==> run_1/io_placement.png <==
Drawn at 4 px/µm. Pins as bars across the die edge, other pins in gray.
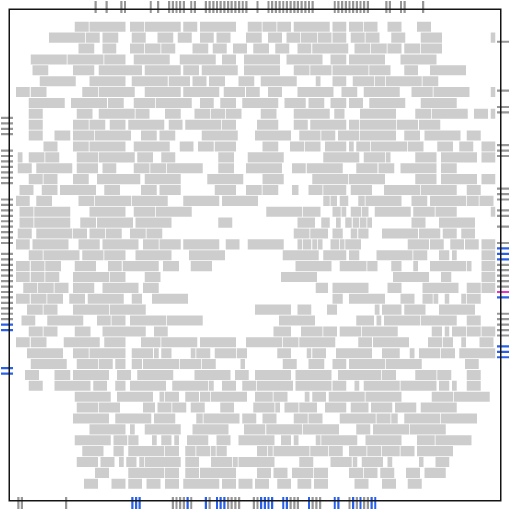
==> run_1/wires.png <==
Drawn at 4 px/µm. Only two layers are drawn.
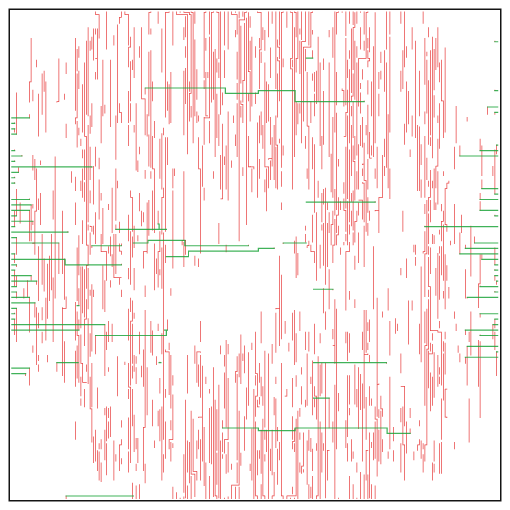
==> run_1/sizes.png <==
Drawn at 4 px/µm.
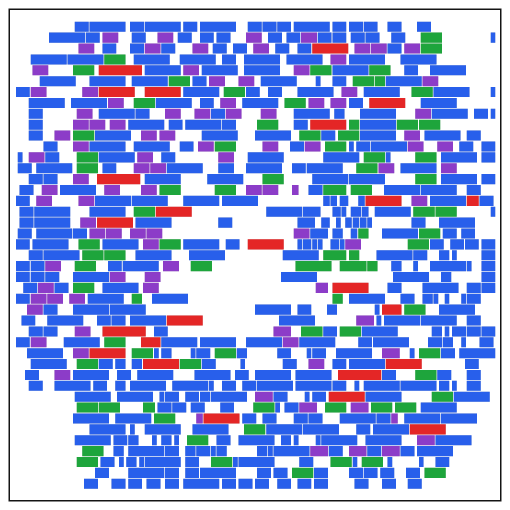
$ cat config.mk
export PLATFORM = sky130hd
export DESIGN_NAME = instr_fetch_ctrl
export DESIGN_NICKNAME = d
export VERILOG_FILES = /design/src/rtl/instr_fetch_ctrl.sv
export SDC_FILE = /design/constraint.sdc
export NUM_CORES = 1
export LEC_CHECK = 0
export ABC_CLOCK_PERIOD_IN_PS = 6950
export CAP_MARGIN = 5
export CORE_UTILIZATION = 50
export CTS_CLUSTER_DIAMETER = 200
export DETAILED_ROUTE_END_ITERATION = 16
export PLACE_DENSITY = 0.8
export SLEW_MARGIN = 5
export SYNTH_ARGS = -nofsm -noshare
export SYNTH_HDL_FRONTEND = slang
export SYNTH_SLANG_ARGS = --single-unit
$ cat constraint.sdc
create_clock -name clk_i -period 6.95 [get_ports clk_i]
set_clock_uncertainty 0.15 [all_clocks]
set_input_delay 0.695 -clock clk_i [delete_from_list [all_inputs] [get_ports clk_i]]
set_output_delay 0.695 -clock clk_i [all_outputs]
set_load 0.05 [all_outputs]
$ cat src/rtl/instr_fetch_ctrl.sv
`default_nettype none
// instr_fetch_ctrl: fetch controller between the PC register and instruction memory (req/ack, stall skid, flush kill).
// Optional macro FETCH_TIMEOUT_EN adds an 8-bit REQ watchdog that sets the sticky fetch_err_o and reissues.
module instr_fetch_ctrl (
  input  logic        clk_i,
  input  logic        rst_i,
  input  logic [31:0] pc_i,
  output logic        pc_en_o,
  input  logic        stall_i,
  input  logic        flush_i,
  output logic        imem_req_o,
  output logic [31:0] imem_addr_o,
  input  logic        imem_ack_i,
  input  logic [31:0] imem_data_i,
  output logic [31:0] inst_o,
  output logic [31:0] inst_pc_o,
  output logic        inst_valid_o,
  output logic        fetch_err_o
);

  typedef enum logic [1:0] {
    IDLE = 2'd0,
    REQ  = 2'd1,
    HOLD = 2'd2
  } state_t;

  state_t      state;
  state_t      state_nxt;
  logic        req_nxt;
  logic        valid_nxt;
  logic        kill;
  logic        kill_nxt;
  logic        pc_en;
  logic        timeout;
  logic [31:0] addr_nxt;
  logic [31:0] inst_nxt;
  logic [31:0] inst_pc_nxt;
  logic [31:0] skid_data;
  logic [31:0] skid_pc;
  logic [31:0] skid_data_nxt;
  logic [31:0] skid_pc_nxt;
  logic [31:0] pc_aligned;

  assign pc_aligned = pc_i & 32'hFFFF_FFFC;
  assign pc_en_o    = pc_en & ~rst_i;

`ifdef FETCH_TIMEOUT_EN
  logic [7:0] wait_cnt;
  logic       err;

  // Fires on the 255th consecutive REQ cycle without an ack.
  assign timeout     = (state == REQ) && !imem_ack_i && (wait_cnt == 8'd254);
  assign fetch_err_o = err;

  always_ff @(posedge clk_i or posedge rst_i) begin
    if (rst_i) begin
      wait_cnt <= 8'd0;
      err      <= 1'b0;
    end else begin
      err <= err | timeout;
      if ((state == REQ) && !imem_ack_i && !timeout)
        wait_cnt <= wait_cnt + 8'd1;
      else
        wait_cnt <= 8'd0;
    end
  end
`else
  assign timeout     = 1'b0;
  assign fetch_err_o = 1'b0;
`endif

  always_ff @(posedge clk_i or posedge rst_i) begin
    if (rst_i) begin
      state        <= IDLE;
      imem_req_o   <= 1'b0;
      imem_addr_o  <= 32'd0;
      inst_o       <= 32'd0;
      inst_pc_o    <= 32'd0;
      inst_valid_o <= 1'b0;
      kill         <= 1'b0;
      skid_data    <= 32'd0;
      skid_pc      <= 32'd0;
    end else begin
      state        <= state_nxt;
      imem_req_o   <= req_nxt;
      imem_addr_o  <= addr_nxt;
      inst_o       <= inst_nxt;
      inst_pc_o    <= inst_pc_nxt;
      inst_valid_o <= valid_nxt;
      kill         <= kill_nxt;
      skid_data    <= skid_data_nxt;
      skid_pc      <= skid_pc_nxt;
    end
  end

  always_comb begin
    state_nxt     = state;
    req_nxt       = imem_req_o;
    addr_nxt      = imem_addr_o;
    inst_nxt      = inst_o;
    inst_pc_nxt   = inst_pc_o;
    valid_nxt     = inst_valid_o;
    kill_nxt      = kill;
    skid_data_nxt = skid_data;
    skid_pc_nxt   = skid_pc;
    pc_en         = 1'b0;

    case (state)
      IDLE: begin
        // A flush here loads the branch target into the PC on this edge, so wait one cycle for it.
        if (!flush_i) begin
          state_nxt = REQ;
          req_nxt   = 1'b1;
          addr_nxt  = pc_aligned;
        end
      end
      REQ: begin
        if (imem_ack_i) begin
          if (flush_i) begin
            state_nxt = IDLE;
            req_nxt   = 1'b0;
            kill_nxt  = 1'b0;
          end else if (kill) begin
            kill_nxt = 1'b0;
            addr_nxt = pc_aligned;
          end else if (!stall_i) begin
            inst_nxt    = imem_data_i;
            inst_pc_nxt = imem_addr_o;
            valid_nxt   = 1'b1;
            pc_en       = 1'b1;
            req_nxt     = 1'b0;
            state_nxt   = IDLE;
          end else begin
            skid_data_nxt = imem_data_i;
            skid_pc_nxt   = imem_addr_o;
            req_nxt       = 1'b0;
            state_nxt     = HOLD;
          end
        end else if (timeout) begin
          req_nxt   = 1'b0;
          kill_nxt  = 1'b0;
          state_nxt = IDLE;
        end else if (flush_i) begin
          kill_nxt = 1'b1;
        end
      end
      HOLD: begin
        if (flush_i) begin
          state_nxt = IDLE;
        end else if (!stall_i) begin
          inst_nxt    = skid_data;
          inst_pc_nxt = skid_pc;
          valid_nxt   = 1'b1;
          pc_en       = 1'b1;
          state_nxt   = IDLE;
        end
      end
      default: begin
        state_nxt = IDLE;
        req_nxt   = 1'b0;
      end
    endcase

    if (flush_i) begin
      pc_en     = 1'b1;
      valid_nxt = 1'b0;
      inst_nxt  = 32'd0;
    end
  end

endmodule
`default_nettype wire

==> results.cfg, run 1 <==
; synthesis and place-and-route metrics
[status]
status = finished clean

[setup_path]
cpPeakStageDelay_ns = 0.89
cp-start-kind = flip-flop
r2r_cells = 7
cp-end-kind = flip-flop
crit_end = inst_pc_o[7]
cp.arrival_ns = 4.24
crit_type = flip-flop to flip-flop
path_cells = inv_1 -> ha_4 -> nand2b_1 -> a21oi_4 -> buf_4 -> nand2b_2 -> mux2_4
r2r-start = state[0]
crit_buf_inv = 2
rr_endpoint = inst_pc_o[7]

[finish]
drive_gt1_frac = 0.315
nNetsFinal = 706
stdcell_area_um2 = 9470
syn_to_final_growth_pct = 30.4
regArea_um2 = 3980
antenna_cells = 0
logic_area_um2 = 2980
final_cell_mix = 160 x clkdlybuf4s50_1, 159 x dfrtp_1, 83 x mux2_2

[synthesis]
netlist_instances = 481
topCellsByArea = dfrtp_1 55%, mux2_4 14%, mux2_2 13%
ys_warn_count = 0
mux_share = 0.317
numSynthFlops = 159
ys_top_cells_by_count = 159 x dfrtp_1, 83 x mux2_2, 69 x mux2_4, 36 x nor2_1, 32 x mux2i_1
yosys.area.top_type = dfrtp_1
edf_count = 0
seq_area_frac_synth = 0.548
top_cell = dfrtp_1
top_area_frac = 0.548

[place]
hpwl_mm = 9.52
placed_cell_area_um2 = 8850
portBuffers = 161

[cts]
post_cts_resized = 0
numCtsBuffers = 17
root_buffer = clkbuf_16
cts_tree = built
worstSkewPairLatency_ns = 0.43
h-tree-depth = 4
postCtsSetupBuffers = 0

[power_and_ir_drop]
p_int_mw = 2.90
powerClk_mw = 0.982
clockPowerShare = 0.207
power.switching_mw = 1.83
combPwrFrac = 0.455
top_power_group = combinational cells

[floorplan]
rows = 43
coreArea_um2 = 14000

[worst_hold_path]
holdPathStages = 1
hp-start = skid_pc[30]

[job]
max_cap_viol_count = 0
warnings = 31

[routing]
highest_layer = met4
drtIter0Drc = 174

[final_timing]
rsz0062_at_grt = no
finalHoldViolCount = 0
finalClockPeriodUsage = 0.587
slew_viol_final = 0
max_clock_freq_ghz = 0.245
hold_ws_ns = 0.332
period_minus_slack_ns = 4.08

[grt]
first_global_vias = 4754
grt_max_degree = 83
About io_placement.png:
[magenta] `inst_valid_o` | pins: 1 | direction: output | edge: right
[blue] `imem_data_i` | pins: 32 | direction: input | edge: 21 bottom, 7 right, 4 left

About wires.png:
[green] metal 3 | wire length: 598 µm
[red] metal 2 | wire length: 7,870 µm
WL/cell: 18.3 µm
All-Layer GR Usage: 0.216
routed vias: 4,352
DRT Wirelength: 15.1 mm

About sizes.png:
[red] _6 and larger | cells: 24 | share: 3.7%
[purple] _2 cells | cells: 98 | share: 15%
[blue] _0 and _1 cells | cells: 442 | share: 69%
[green] _3 and _4 cells | cells: 81 | share: 13%

[run 1: registers in the layout, summed over array words and instances, names as in the netlist]
register	count
inst_valid_o	1
inst_o	32
imem_req_o	1
state	2
skid_data	32
skid_pc	30
imem_addr_o	30
inst_pc_o	30
kill	1
[run 1: area by class of cell]
class / count / share of cell area
clock inverter: 10 / 0.0170
sequential: 159 / 0.420
clock buffer: 21 / 0.0486
tap: 180 / 0.0238
multi-input combinational: 284 / 0.315
timing repair buffer: 165 / 0.173
inverter: 6 / 0.00291
[run 1: stage by stage]
stage | utilization | cells | setup WS (ns)
after floorplan | - | 485 | 0.787
after global placement | 0.630 | 794 | 2.91
after detailed placement | 0.630 | 794 | 2.83
after CTS | 0.674 | 825 | 2.82
after global routing | 0.674 | 825 | 2.54
final | 0.674 | 825 | 2.87
==> run_1/io_fan.png <==
Drawn at 2 px/µm.
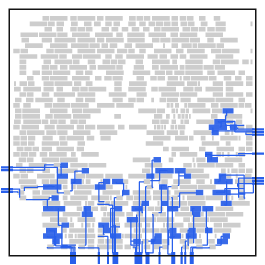

==> run 2, diff against run 1 <==
--- a/config.mk
+++ b/config.mk
@@ -5,12 +5,12 @@
 export SDC_FILE = /design/constraint.sdc
 export NUM_CORES = 1
 export LEC_CHECK = 0
-export ABC_CLOCK_PERIOD_IN_PS = 6950
+export ABC_CLOCK_PERIOD_IN_PS = 3550
 export CAP_MARGIN = 5
-export CORE_UTILIZATION = 50
+export CORE_UTILIZATION = 45
 export CTS_CLUSTER_DIAMETER = 200
 export DETAILED_ROUTE_END_ITERATION = 16
-export PLACE_DENSITY = 0.8
+export PLACE_DENSITY = 0.76
 export SLEW_MARGIN = 5
 export SYNTH_ARGS = -nofsm -noshare
 export SYNTH_HDL_FRONTEND = slang
==> constraint.sdc (replaced) <==
create_clock -name clk_i -period 3.55 [get_ports clk_i]
set_clock_uncertainty 0.15 [all_clocks]
set_input_delay 0.355 -clock clk_i [delete_from_list [all_inputs] [get_ports clk_i]]
set_output_delay 0.355 -clock clk_i [all_outputs]
set_load 0.05 [all_outputs]
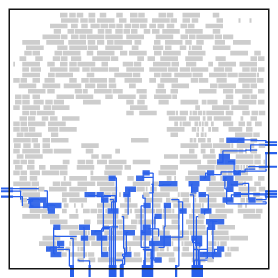
(run_2/io_fan.png)
Drawn at 2 px/µm.
[blue] `imem_data_i` | bits: 32 | direction: input | edge: 22 bottom, 7 right, 3 left | end cells: 64 | wire: 1,180 µm
I/O pin cnt: 169
Port Buffer Count: 161

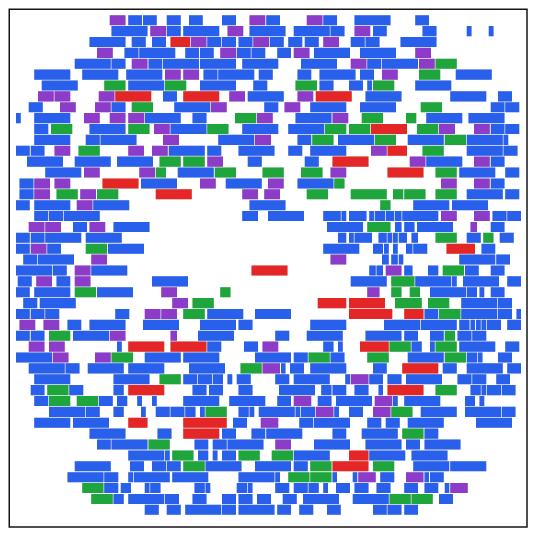
(run_2/sizes.png)
Drawn at 4 px/µm.
[red] _6 and larger | cells: 27 | share: 4.2%
[purple] _2 cells | cells: 97 | share: 15%
[green] _3 and _4 cells | cells: 83 | share: 13%
[blue] _0 and _1 cells | cells: 442 | share: 68%
Signal buffers: 171
final instance area: 9550 µm²

==> results.cfg, run 2 <==
; synthesis and place-and-route metrics
[final_timing]
relSlewSlack = 0.413
finalHoldViolCount = 0
finalClockPeriodUsage = 0.848
max_clock_freq_ghz = 0.332
hold_ws_ns = 0.210
slew_viol_final = 0
setup_slack_ns = 0.541
period_minus_slack_ns = 3.01
rsz0062_at_grt = no

[synthesis]
yosys.area.top_type = dfrtp_1
netlist_instances = 481
topCellsByArea = dfrtp_1 55%, mux2_4 14%, mux2_2 13%
top_area_frac = 0.548
seq_area_frac_synth = 0.548
ys_top_cells_by_count = 159 x dfrtp_1, 83 x mux2_2, 69 x mux2_4, 36 x nor2_1, 32 x mux2i_1
edf_count = 0
top_cell = dfrtp_1
synth.distinct_cells = 31
ys_warn_count = 0
numSynthFlops = 159
syn_area_um2 = 7260

[setup_path]
cp-end-kind = output pin
r2r-start = state[0]
crit_buf_inv = 2
cpPeakStageDelay_ns = 0.84
cp.arrival_ns = 2.50
r2r_cells = 5
cp-start-kind = flip-flop
path_cells = inv_1 -> ha_4 -> nor2_1 -> a21oi_1 -> clkdlybuf4s50_1
cp.depth = 5
crit_end = pc_en_o
crit_type = flip-flop to output pin
rr_endpoint = inst_pc_o[23]
crit_family = buffers and inverters

[grt]
grt_busiest_layer = met2
first_global_vias = 4548
grt_max_degree = 160
grt.total_usage = 0.188
overflow = 0
grtUsageMet2 = 0.310

[finish]
final_cell_mix = 160 x clkdlybuf4s50_1, 159 x dfrtp_1, 83 x mux2_2
reg_top3 = inst_o: 32 flops, skid_data: 32 flops
post-route-util = 0.604
fin_cells = 865
nNetsFinal = 712
antenna_cells = 0
drive_gt1_frac = 0.319
syn_to_final_growth_pct = 31.6

[cts]
worstSkewPairLatency_ns = 0.42
cts_tree = built
root_buffer = clkbuf_16
h-tree-depth = 4
clk_pin_slew_ns = 0.06
post_cts_resized = 0
postCtsSetupBuffers = 0
numCtsBuffers = 17

[routing]
post_drt_wl_per_cell_um = 17.4
drt_wl_total_mm = 15.0
vias_per_cell = 4.99
route.vias.total = 4320
route.met3.wl_um = 494
highest_layer = met4
drt_first_pass_iters = 6
drtIter0Drc = 233

[worst_hold_path]
min_path_type = input pin to flip-flop
hp-start = flush_i
holdPathStages = 3

[job]
warnings = 34
max_cap_viol_count = 0

[status]
status = finished clean

[place]
placed_cells = 836
pre_cts_ws_ns = 0.903
hpwl_mm = 9.79
placed_cell_area_um2 = 8970

[floorplan]
fp_util = 0.459
rows = 46
coreArea_um2 = 15800
[run 2: logic make-up after synthesis]
family | synth area share
mux | 0.317
other cells | 0.000516
buf+inv | 0.0482
flops | 0.548
fa+ha+maj | 0.00689
simple gates | 0.0277
compound gates | 0.0517
[run 2: final cells by class]
cell class	instances	area, µm²
repair buffers	171	1720
multi-input cells	284	2980
inverters	6	26.3
flip-flops and latches	159	3980
fillers	1208	6270
clock inverters	5	80.1
clock buffers	24	502
well taps	216	270
[run 2: report_power, final]
part	total (mW)	switching, mW	leakage (nW)	internal [mW]
sequential	3.11	0.527	1.99	2.59
clock	1.80	0.683	0.280	1.12
combinational	4.22	2.32	1.77	1.90
total	9.13	3.53	4.04	5.60
Power figures rest on the tool's default switching activity, not on a simulated workload.
